File: config.mk
export PLATFORM = sky130hd
export DESIGN_NAME = timer_apb_ctrl
export DESIGN_NICKNAME = d
export VERILOG_FILES = /design/src/rtl/timer_pkg.sv /design/src/rtl/timer_apb_ctrl.sv
export SDC_FILE = /design/constraint.sdc
export NUM_CORES = 1
export LEC_CHECK = 0
export ABC_AREA = 0
export CAP_MARGIN = 20
export CORE_AREA = 2 2 99 101
export CTS_BUF_LIST = sky130_fd_sc_hd__clkbuf_4 sky130_fd_sc_hd__clkbuf_8 sky130_fd_sc_hd__clkbuf_16
export DETAILED_ROUTE_END_ITERATION = 12
export DIE_AREA = 0 0 101 103
export PLACE_DENSITY = 0.63
export SLEW_MARGIN = 25
export SYNTH_ARGS = -nofsm -noshare
export SYNTH_HDL_FRONTEND = slang
export SYNTH_SLANG_ARGS = --single-unit
File: constraint.sdc
create_clock -name sys_clk -period 3.1 [get_ports sys_clk]
set_clock_uncertainty 0.05 [all_clocks]
set_input_delay 0.93 -clock sys_clk [delete_from_list [all_inputs] [get_ports sys_clk]]
set_output_delay 0.93 -clock sys_clk [all_outputs]
set_load 0.02 [all_outputs]
File: src/rtl/timer_pkg.sv
// Shared definitions for the timer peripheral: register map, APB sequencer
// state encoding and wait counter width.
package timer_pkg;

    localparam logic [11:0] TCR          = 12'h000;
    localparam logic [11:0] TDR0         = 12'h004;
    localparam logic [11:0] TDR1         = 12'h008;
    localparam logic [11:0] TCMP0        = 12'h00C;
    localparam logic [11:0] TCMP1        = 12'h010;
    localparam logic [11:0] TIER         = 12'h014;
    localparam logic [11:0] TISR         = 12'h018;
    localparam logic [11:0] THCSR        = 12'h01C;
    localparam logic [11:0] TIM_ADDR_MAX = THCSR;

    localparam int unsigned WAIT_CNT_W = 4;

    typedef enum logic {
        ST_IDLE   = 1'b0,
        ST_ACCESS = 1'b1
    } apb_state_t;

endpackage

File: src/rtl/timer_apb_ctrl.sv
// APB4 slave transfer sequencer: latches the setup phase, inserts WAIT_STATES
// access cycles, then issues a single wr_en/rd_en strobe in the completion cycle.
module timer_apb_ctrl
    import timer_pkg::*;
#(
    parameter int unsigned  WAIT_STATES = 0,
    parameter logic [11:0]  ADDR_MAX    = TIM_ADDR_MAX
) (
    input  logic        sys_clk,
    input  logic        sys_rst,
    input  logic        tim_psel,
    input  logic        tim_penable,
    input  logic        tim_pwrite,
    input  logic [11:0] tim_paddr,
    input  logic [31:0] tim_pwdata,
    input  logic [3:0]  tim_pstrb,
    output logic        tim_pready,
    output logic [31:0] tim_prdata,
    output logic        tim_pslverr,
    output logic        wr_en,
    output logic        rd_en,
    output logic [11:0] reg_paddr,
    output logic [31:0] reg_pwdata,
    output logic [3:0]  reg_pstrb,
    input  logic [31:0] reg_prdata,
    input  logic        reg_error_flag
);

    localparam logic [WAIT_CNT_W-1:0] WAIT_INIT = WAIT_CNT_W'(WAIT_STATES);

    apb_state_t            state, state_nxt;
    logic [WAIT_CNT_W-1:0] wait_cnt, wait_cnt_nxt;
    logic                  pwrite_q;
    logic                  setup;
    logic                  done;
    logic                  addr_err;

    assign setup    = (state == ST_IDLE) && tim_psel && !tim_penable;
    assign addr_err = (reg_paddr[1:0] != 2'b00) || (reg_paddr > ADDR_MAX);

    // NOTE: the address/data latches are reset too, so the register block never
    // sees X on its bus; that is cheap here because they are plain flops, not RAM.
    always_ff @(posedge sys_clk or posedge sys_rst) begin
        if (sys_rst) begin
            state      <= ST_IDLE;
            wait_cnt   <= '0;
            pwrite_q   <= 1'b0;
            reg_paddr  <= '0;
            reg_pwdata <= '0;
            reg_pstrb  <= '0;
        end else begin
            // NOTE: non-blocking assignments keep every flop sampling pre-edge values.
            state    <= state_nxt;
            wait_cnt <= wait_cnt_nxt;
            if (setup) begin
                pwrite_q   <= tim_pwrite;
                reg_paddr  <= tim_paddr;
                reg_pwdata <= tim_pwdata;
                reg_pstrb  <= tim_pstrb;
            end
        end
    end

    always_comb begin
        // NOTE: defaults first so no path through the case leaves a latch behind.
        state_nxt    = state;
        wait_cnt_nxt = wait_cnt;
        done         = 1'b0;
        unique case (state)
            ST_IDLE: begin
                if (setup) begin
                    state_nxt    = ST_ACCESS;
                    wait_cnt_nxt = WAIT_INIT;
                end
            end
            ST_ACCESS: begin
                if (!tim_psel) begin
                    state_nxt = ST_IDLE;
                end else if (tim_penable) begin
                    if (wait_cnt != '0) begin
                        wait_cnt_nxt = wait_cnt - 1'b1;
                    end else begin
                        done      = 1'b1;
                        state_nxt = ST_IDLE;
                    end
                end
            end
            default: state_nxt = ST_IDLE;
        endcase
    end

    // Everything below is gated by done, so aborted or idle cycles drive zeros.
    assign tim_pready  = done;
    assign wr_en       = done && pwrite_q && !addr_err;
    assign rd_en       = done && !pwrite_q && !addr_err;
    assign tim_pslverr = done && (addr_err || (pwrite_q && reg_error_flag));
    assign tim_prdata  = rd_en ? reg_prdata : 32'h0;

endmodule

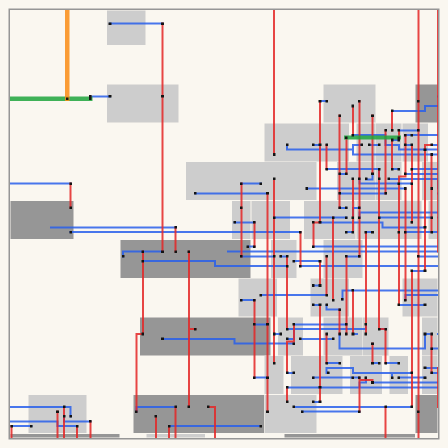
Figure 1: run 1, close-up of the layout.
Window x 36 to 66, y 16 to 46 um. Cells in grey, sequential cells in the stronger grey; small squares are vias.
[met2] red
[met3] green
[met4] orange
[met1] blue
sequential cells in the window: 3
netlist names of flops here include: wait_cnt (2), reg_pstrb (1)
cells with their middle in the window: 33
most frequent: buf_4 (4)

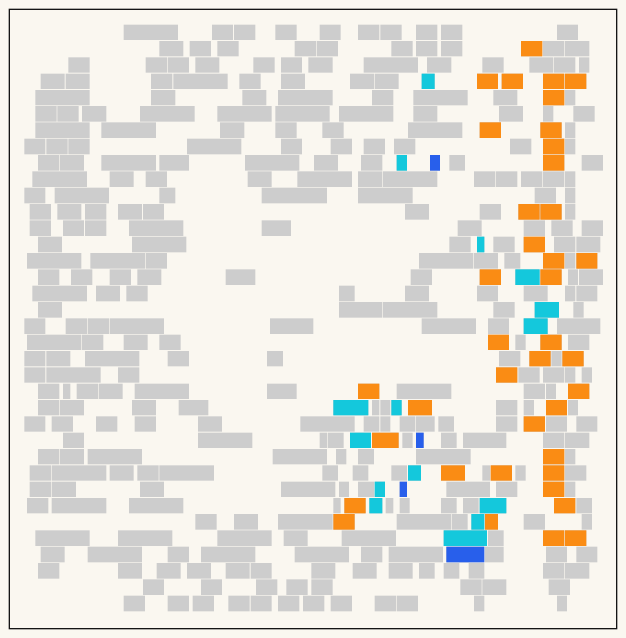
Figure 2: run 1, gate families picked out.
(6 px per um)
[NOR gates] cyan | cells: 15
[NAND gates] blue | cells: 4 | most used: nand2_1
[AND and OR gates] orange | cells: 39 | most used: and4b_1

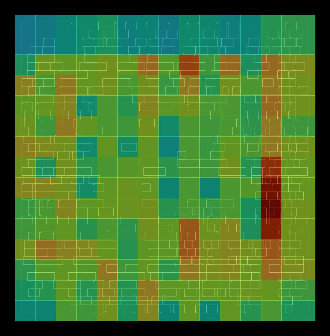
Figure 3: run 1, routing congestion map.
Most Crowded Layer GR: met2
met2 Usage GRT: 26.62%
utilization after layout: 49.05%

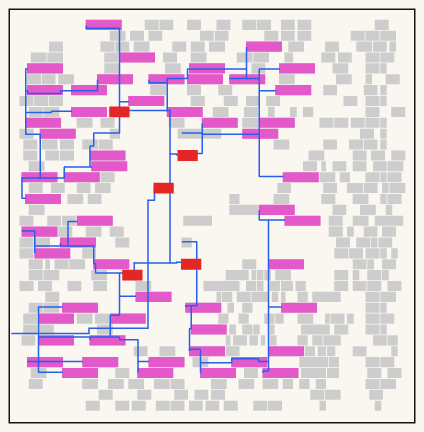
Figure 4: run 1, routed clock nets over the placement.
(4 px per um)
[flip-flops] magenta | count: 54
[cells driving clock nets] red | count: 5
[clock wires] blue | length: 680 um
routed clock nets: 6
clock network power share: 17.5%
Clk. pwr: 476 uW
Late-Pin Clk Latency: 0.29 ns

==> run 1: power by group through the flow <==
stage                     logic (uW)  clock network, uW  registers [uW]
after global placement          1100                  0             983
after CTS                       1240                503             980
final                           1260                476             978
after global routing            1340                521            1000
after floorplan                  363                  0            1170
after detailed placement        1110                  0             991
==> run 1: final cells by class <==
type	instances	area (um^2)
fillers	898	4820
repair buffers	190	1798
flip-flops and latches	54	1351
well taps	114	142.6
multi-input cells	120	1211
clock buffers	6	76.32
inverters	6	22.52
clock inverters	2	37.54
==> run 1: kinds of logic after synthesis <==
logic type | count (synthesis) | synth area share, %
mux | 49 | 20.97
compound gates | 12 | 2.900
simple gates | 55 | 19.07
buf+inv | 23 | 5.230
fa+ha+maj | 1 | 0.4754
flops | 54 | 51.36
==> run 1: sequential cells by signal, indices dropped and copies added, names as in the netlist <==
name / cells
reg_pstrb: 4
pwrite_q: 1
wait_cnt: 4
reg_pwdata: 32
state: 1
reg_paddr: 12
==> run 1: per-layer routing <==
metal / GRT usage [%] / vias up / part of all wire [%]
met5: 0 / - / 0
met3: 5.627 / 12 / 11
li1: - / 1096 / -
met2: 26.62 / 129 / 47
met1: 14.65 / 1128 / 40
met4: 4.678 / 0 / 2.2
==> run 1: cell usage in the layout, fill, tap and decap left out, types with 3 or more instances in the layout <==
cell and count:
clkdlybuf4s50_1 131, dfrtp_1 54, mux2_2 39, and4b_1 34, buf_2 25, buf_4 16
mux2_1 10, clkdlybuf4s15_2 6, clkbuf_8 5, buf_12 5, inv_2 4, o21ai_0 4
buf_6 4, nor3_1 3, a22oi_1 3, nor2_4 3
==> run 1: what timing repair did <==
item | in CTS | in global routing
gates resized | 142 | 14
pin swaps | 5 | 3
cloned | 3 | 0
buffers inserted | 4 | 2
endpoints found under the setup margin | 36 | 36
==> run 1: critical path: cells and delay by family <==
kind,cells,cell delay (ns)
buffers and inverters,2,0.49
and+or+nand+nor,3,0.63
==> run 1: worst min path at each step <==
stage	to	slack [ns]	cells after the start	start
6_report	reg_pwdata[0]$_DFFE_PP0P_	0.44	1	reg_pwdata[0]$_DFFE_PP0P_
5_1_grt	reg_pstrb[0]$_DFFE_PP0P_	0.47	1	reg_pstrb[0]$_DFFE_PP0P_
4_1_cts	reg_pwdata[0]$_DFFE_PP0P_	0.45	1	reg_pwdata[0]$_DFFE_PP0P_
3_5_place_dp	reg_pstrb[2]$_DFFE_PP0P_	0.43	1	reg_pstrb[2]$_DFFE_PP0P_
3_3_place_gp	reg_pwdata[3]$_DFFE_PP0P_	0.42	1	reg_pwdata[3]$_DFFE_PP0P_
2_1_floorplan	pwrite_q$_DFFE_PP0P_	0.47	1	pwrite_q$_DFFE_PP0P_
==> run 1: stage by stage <==
| stage | power [uW] | utilization, % | hold slack (ns) | TNS, ns | cells |
|---|---|---|---|---|---|
| CTS | 2722 | 48.61 | 0.4488 | 0 | 490 |
| floorplan | 1537 | - | 0.4679 | 0 | 194 |
| global placement | 2080 | 47.51 | 0.4162 | -21.39 | 475 |
| finish | 2711 | 49.05 | 0.4407 | 0 | 492 |
| detailed placement | 2098 | 47.51 | 0.4251 | -21.62 | 475 |
| global route | 2867 | 49.05 | 0.4701 | -0.01755 | 492 |
==> results_dict.tcl, run 1 <==
# collected from the flow reports
set metrics [dict create \
    die_area_um2 10400 \
    fin_crit_sh_pct 97.73 \
    cellLeakagePower_uw 0.002053 \
    grt_max_degree 36 \
    internal-power_uw 1820 \
    final_hold_viol_count 0 \
    post-synth-top-count-cell "dfrtp_1" \
    ys_types 32 \
    vias 2365 \
    syn_inst 194 \
    core_um2 9459 \
    worst-r2r-cell-count 4 \
    reg2reg_from "state$_DFF_PP0_" \
    seqPwrFrac_pct 36.1 \
    wl_mm 7.898 \
    end_kind "output port" \
    r2r_slack_ns 1.42 \
    fin_nets 464 \
    max-slew-margin-rel_pct 52.56 \
    worstSetupPathType "input port to output port" \
    first_iter_violations 51 \
    setup_ws_ns 0.07028 \
    fmax_ghz 0.3301 \
    grt_pass1_vias 2418 \
    ys_cells 194 \
    pwr-share-comb_pct 46.4 \
    setup_viol 0 \
    ys_seq_elements 54 \
    die_h_um 103 \
    grt_use_total_pct 14.27 \
    synth_top_cell_by_area "dfrtp_1" \
    yosys_warnings 0 \
    min_period_ns 3.030 \
    grt.overflow.total 0 \
    slowest_stage "clkdlybuf4s15_2" \
    cts_tree "yes" \
    tightest_slew_ns 0.7109 \
    peakVddDrop_uv 278.9 \
    wl_per_cell_um 16.05 \
    path_max_fanout 6 \
    port_buffers 169 \
    crit_end "tim_prdata[11]" \
    drc 0 \
    start_kind "input port" \
    yosys.area.top_type_share_pct 51.36 \
    max-cap-violations 0 \
    cpPeakStageDelay_ns 0.26 \
    ys.flop_type "dfrtp_1" \
    ioPinCount 170 \
    die_w_um 101 \
    design_area_um2 4639 \
    area_growth_pct 76.32 \
    dp_hpwl_mm 5.686 \
    drive_above_1_share_pct 31.22 \
    routed_via_density 4.807 \
    timing.rr.end "reg_paddr[6]$_DFFE_PP0P_" \
    synth.area.top_cells "dfrtp_1, mux2_2, and4b_1, mux2_1, buf_6" \
    cp_cell_sequence "clkdlybuf4s15_1, nand3_4, nor2_4, and4b_1, clkdlybuf4s15_2" \
    fp_util_pct 27.82 \
    power_density_nw_per_um2 584.4 \
    dpl_cell_area_um2 4494 \
    syn_nets 281 \
    cts_buffers 5 \
    yosys_area_um2 2631 \
    clockBufferDepth 2 \
    ys_seq_share_pct 51.36 \
    p_sw_share_pct 32.85 \
    synth_area_um2 2631 \
    slew_violations 0 \
    drt_first_pass_iters 4 \
    critical_path_required_ns 2.12 \
    status "completed" \
    netSwitchingPower_uw 890.7 \
    arrival_ns 2.05 \
    warnings 26 \
    ctsHtreeMaxLevel 2 \
    antenna_cells 0 \
    postCtsHoldBufs 0 \
    gp_congestion 0.7658 \
    clkSinkCount 54 \
]
==> inputs of run 2 (changes only) <==
--- a/config.mk
+++ b/config.mk
@@ -5,7 +5,6 @@
 export SDC_FILE = /design/constraint.sdc
 export NUM_CORES = 1
 export LEC_CHECK = 0
-export ABC_AREA = 0
 export CAP_MARGIN = 20
 export CORE_AREA = 2 2 99 101
 export CTS_BUF_LIST = sky130_fd_sc_hd__clkbuf_4 sky130_fd_sc_hd__clkbuf_8 sky130_fd_sc_hd__clkbuf_16
==> constraint.sdc (replaced) <==
create_clock -name sys_clk -period 3.6 [get_ports sys_clk]
set_clock_uncertainty 0.05 [all_clocks]
set_input_delay 1.08 -clock sys_clk [delete_from_list [all_inputs] [get_ports sys_clk]]
set_output_delay 1.08 -clock sys_clk [all_outputs]
set_load 0.02 [all_outputs]
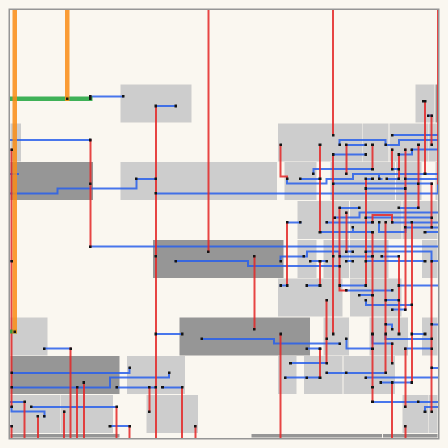
Figure 5: run 2, close-up of the layout.
Window x 36 to 66, y 16 to 46 um. Cells in grey, sequential cells in the stronger grey; small squares are vias.
[met3] green
[met1] blue
[met4] orange
[met2] red
cells with their middle in the window: 33
netlist names of flops here include: wait_cnt (2)
sequential cells in the window: 4
most frequent: dfrtp_1 (4)

==> run 2 against run 1 <==
Hold slack better by 0.0059 ns. Largest power group unchanged. Routed wire length shrank 7.8%. Die area unchanged. Highest routed layer unchanged. Largest cell class unchanged.
==> results_dict.tcl, run 2 <==
# collected from the flow reports
set metrics [dict create \
    wl_per_cell_um 15.20 \
    die_h_um 103 \
    logic_family "multiplexers" \
    hp-start "reg_pstrb[0]$_DFFE_PP0P_" \
    die_w_um 101 \
    yosys.area.top_type_share_pct 51.36 \
    ys_seq_share_pct 51.36 \
    ctsHtreeMaxLevel 2 \
    max-cap-violations 0 \
    fin_nets 452 \
    post-synth-top-count-cell "dfrtp_1" \
    largest_register_ffs 32 \
    synth_area_um2 2631 \
    ys_seq_elements 54 \
    port_buffers 169 \
    routed_via_density 4.710 \
    synth.area.top_cells "dfrtp_1, mux2_2, and4b_1, mux2_1, buf_6" \
    cellLeakagePower_uw 0.002011 \
    reg_top3 "reg_pwdata: 32 flops, reg_paddr: 12 flops" \
    syn_nets 281 \
    hold_end "reg_pstrb[0]$_DFFE_PP0P_" \
    cts_tree "yes" \
    status "completed" \
    mux_share_pct 20.97 \
    max-slew-margin-rel_pct 55.00 \
    critical_path_required_ns 2.47 \
    yosys_area_um2 2631 \
    clockBufferDepth 2 \
    min_period_ns 3.485 \
    area_growth_pct 70.04 \
    fa_ha_area_share_pct 0.4755 \
    dpl_cell_area_um2 4449 \
    start_kind "input port" \
    vias 2256 \
    drt_first_pass_iters 4 \
    wl_mm 7.282 \
]
run 2: cell counts after synthesis:
Identical to the previous run, type by type.
run 2: power breakdown:
group	switching, uW	internal, uW	total, uW	leakage, uW
Clock	187	223	410	0.0000573
Combinational	399	483	881	0.00131
Sequential	98.5	756	855	0.000639
Total	685	1460	2150	0.00201
run 2: worst max-delay path by stage:
stage | start | endpoint | slack, ns | depth (start not counted)
after detailed placement | tim_psel | tim_prdata[14] | -0.39 | 6
after global routing | wait_cnt[1]$_DFFE_PP0P_ | tim_prdata[5] | 0.005 | 8
final | tim_psel | tim_prdata[16] | 0.12 | 7
after CTS | wait_cnt[1]$_DFFE_PP0P_ | tim_prdata[5] | 0.04 | 8
after global placement | tim_psel | tim_prdata[15] | -0.38 | 6
after floorplan | tim_penable | rd_en | 0.49 | 3
run 2: metal layers:
| layer | global-route usage (%) | vias to the layer above | part of all wire [%] | wire [um] |
|---|---|---|---|---|
| met2 | 23.23 | 124 | 46 | 3386 |
| met1 | 16.09 | 1060 | 41 | 2995 |
| li1 | - | 1068 | - | - |
| met4 | 2.807 | 0 | 0.66 | 48 |
| met5 | 0 | - | 0 | 0 |
| met3 | 5.085 | 4 | 12 | 851 |
run 2: layout make-up:
| class | instances | area [um^2] |
|---|---|---|
| Fill cell | 909 | 4985 |
| Multi-Input combinational cell | 117 | 1151 |
| Timing Repair Buffer | 181 | 1694 |
| Clock buffer | 6 | 82.58 |
| Inverter | 6 | 22.52 |
| Clock inverter | 1 | 30.03 |
| Sequential cell | 54 | 1351 |
| Tap cell | 114 | 142.6 |
run 2: cells by family after synthesis:
| kind of cell | Yosys count |
|---|---|
| flip-flops | 54 |
| multiplexers | 49 |
| AND/OR/NAND/NOR | 55 |
| adder cells (fa/ha/maj) | 1 |
| buffers and inverters | 23 |
| AND-OR/OR-AND | 12 |
run 2: worst max-delay path, cell delays in order:
cell and delay, ns:
dlygate4sd2_1 0.23, nand3_2 0.15, nor2_8 0.17, buf_6 0.11
bufbuf_16 0.26, and4b_1 0.19, buf_2 0.16
run 2: timing repair:
action	CTS	global route
pin swaps	3	0
hold endpoints to repair	0	0
gates resized	152	1
gates cloned	1	0
buffers inserted	2	0
setup endpoints to repair	36	18
run 2: per-stage QoR:
step,hold slack [ns],power (uW),std cells
3_5_place_dp,0.4284,1741,469
3_3_place_gp,0.4161,1729,469
2_1_floorplan,0.4679,1324,194
4_1_cts,0.4521,2177,479
6_report,0.4465,2146,479
5_1_grt,0.4700,2285,479
==> inputs of run 3 (changes only) <==
==> constraint.sdc (replaced) <==
create_clock -name sys_clk -period 3.6 [get_ports sys_clk]
set_clock_uncertainty 0.05 [all_clocks]
set_input_delay 1.08 -clock sys_clk [delete_from_list [all_inputs] [get_ports sys_clk]]
set_output_delay 1.08 -clock sys_clk [all_outputs]
set_load 0.1 [all_outputs]
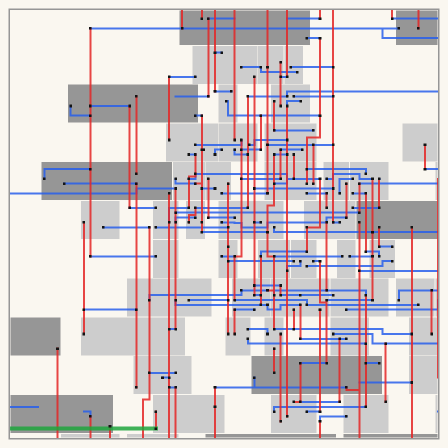
Figure 6: run 3, close-up of the layout.
Window x 36 to 66, y 16 to 46 um. Cells in grey, sequential cells in the stronger grey; small squares are vias.
[met2] red
[met1] blue
[met3] green
most frequent: dfrtp_1 (6)
netlist names of flops here include: wait_cnt (3), reg_pwdata (2)
sequential cells in the window: 6
cells with their middle in the window: 44

==> run 3 against run 2 <==
Clock power shrank 14%. Die area is the same. Non-clock buffer count grew 4. Area after synthesis did not move. Combinational power up 92%. Flip-flop count unchanged. Global-route usage up 1.3 points. Via count increased by 0.84%. Total power rose by 36%. Setup slack better by 0.029 ns. Maximum frequency increased by 0.83%. Critical path type unchanged. Critical path depth is the same.
==> results_dict.tcl, run 3 <==
# collected from the flow reports
set metrics [dict create \
    clockBufferDepth 2 \
    die_area_um2 10400 \
    reg2reg_from "wait_cnt[0]$_DFFE_PP0P_" \
    peakVddDrop_uv 390.9 \
    die_h_um 103 \
    status "completed" \
    grt_use_total_pct 14.70 \
    hp-class "register to register" \
    fp_util_pct 27.82 \
    fill_cells 851 \
    reg_top3 "reg_pwdata: 32 flops, reg_paddr: 12 flops" \
    area_growth_pct 87.92 \
    synthTopCellsByCount "dfrtp_1, mux2_2, and4b_1" \
    routed_via_density 4.700 \
    ys_cells 194 \
    top_register "reg_pwdata" \
    cts_root_buffer "clkbuf_8" \
    drt_first_pass_iters 4 \
    max-cap-violations 0 \
    yosys_area_um2 2631 \
    tightest_slew_ns 0.8139 \
    holdWs_ns 0.4523 \
    yosys.area.top_type_share_pct 51.36 \
    fmax_ghz 0.2894 \
    min_period_ns 3.456 \
    crit_start "tim_psel" \
    dpl_cell_area_um2 4760 \
    largest_register_ffs 32 \
    ys_seq_elements 54 \
    edf_count 0 \
    rsz0062_at_grt "no" \
    ioPinCount 170 \
    ctsHtreeMaxLevel 2 \
    setup_tns_ns 0 \
    preCtsSetupSlack_ns -0.01984 \
    worstSetupPathType "input port to output port" \
    ys_seq_share_pct 51.36 \
    first_iter_violations 68 \
    postCtsHoldBufs 0 \
    syn_nets 281 \
    seq_area_um2 1360 \
    antenna_found_initial 0 \
    start_kind "input port" \
    grt_pass1_vias 2283 \
    die_w_um 101 \
    synthArstFlopShare_pct 100.0 \
    combGateArea_um2 1192 \
    critical_path_required_ns 2.47 \
    path_clk_slew_ns 0.09 \
    drc 0 \
    vias 2275 \
    warnings 27 \
    fin_crit_sh_pct 95.99 \
    setup_viol 0 \
    power_density_nw_per_um2 589.9 \
    yosys_warnings 0 \
    gp_congestion 0.7923 \
    hp-start "reg_pwdata[0]$_DFFE_PP0P_" \
    fin_nets 456 \
    ys_types 32 \
    antenna_left 0 \
    synth.area.top_cells "dfrtp_1, mux2_2, and4b_1, mux2_1, buf_6" \
    wl_per_cell_um 16.16 \
    wl_mm 7.822 \
    num_rows 36 \
    cts_buffers 5 \
    synth_area_um2 2631 \
    cts_tree "yes" \
    max-slew-margin-rel_pct 45.68 \
    cellLeakagePower_uw 0.002153 \
    port_buffers 169 \
    dp_hpwl_mm 5.943 \
    lay_top_cells "clkdlybuf4s50_1, buf_4, dfrtp_1" \
    synth_top_cell_by_area "dfrtp_1" \
    clkSinkCount 54 \
    post-synth-top-count-cell "dfrtp_1" \
]
run 3: cell counts after synthesis:
No cell type changed its count.
run 3: final timing paths:
check	endpoint	slack, ns	cells past startpoint
hold reg to reg	reg_pwdata[0]$_DFFE_PP0P_	0.45	1
max in group asynchronous	reg_pwdata[27]$_DFFE_PP0P_	1.71	3
min in group asynchronous	reg_pwdata[2]$_DFFE_PP0P_	1.16	2
setup reg to reg	wait_cnt[1]$_DFFE_PP0P_	1.84	6
setup / recovery	tim_prdata[30]	0.14	7
hold / removal	reg_pwdata[0]$_DFFE_PP0P_	0.45	1
run 3: what timing repair did:
item | CTS | global route
endpoints found under the setup margin | 29 | 32
hold endpoints to repair | 0 | 0
resized | 4 | 0
pin swaps | 7 | 0
cloned | 1 | 0
buffers inserted | 3 | 2
run 3: area by class of cell:
cell class	count	share of cell area [%]
clock buffers	6	1.670
clock inverters	2	0.2530
multi-input cells	117	24.11
well taps	114	2.885
repair buffers	185	43.12
inverters	6	0.4555
flip-flops and latches	54	27.50
run 3: per-layer routing:
metal	share of wire (%)	track usage, %	vias up	wire length, um
met1	38	17.22	1079	3005
met2	50	25.44	112	3929
met3	9.9	5.085	9	777
met4	1.4	4.678	0	110
li1	-	-	1075	-
met5	0	0	-	0
run 3: kinds of logic after synthesis:
group	after synthesis	share of synthesized area [%]
buffers and inverters	23	5.230
AND/OR/NAND/NOR	55	19.07
AND-OR/OR-AND	12	2.900
adder cells (fa/ha/maj)	1	0.4754
flip-flops	54	51.36
multiplexers	49	20.97
run 3: report_power, final:
part	internal, uW	switching (uW)
registers	760	110
clock network	155	199
logic	470	1220
total	1380	1530
run 3: critical path, stage by stage:
cell           delay, ns
dlygate4sd2_1       0.23
nand3_2             0.15
nor2_8              0.18
buf_12              0.12
buf_12              0.11
and4b_2             0.27
buf_12              0.18
run 3: stage by stage:
stage                     std cells  total power [uW]  util, %
after CTS                       482              2928    52.12
after detailed placement        470              2530    50.32
after global placement          470              2506    50.32
after global routing            484              3049    52.28
final                           484              2917    52.28
after floorplan                 194              2130        -
Power is estimated from default activity; no workload was simulated.
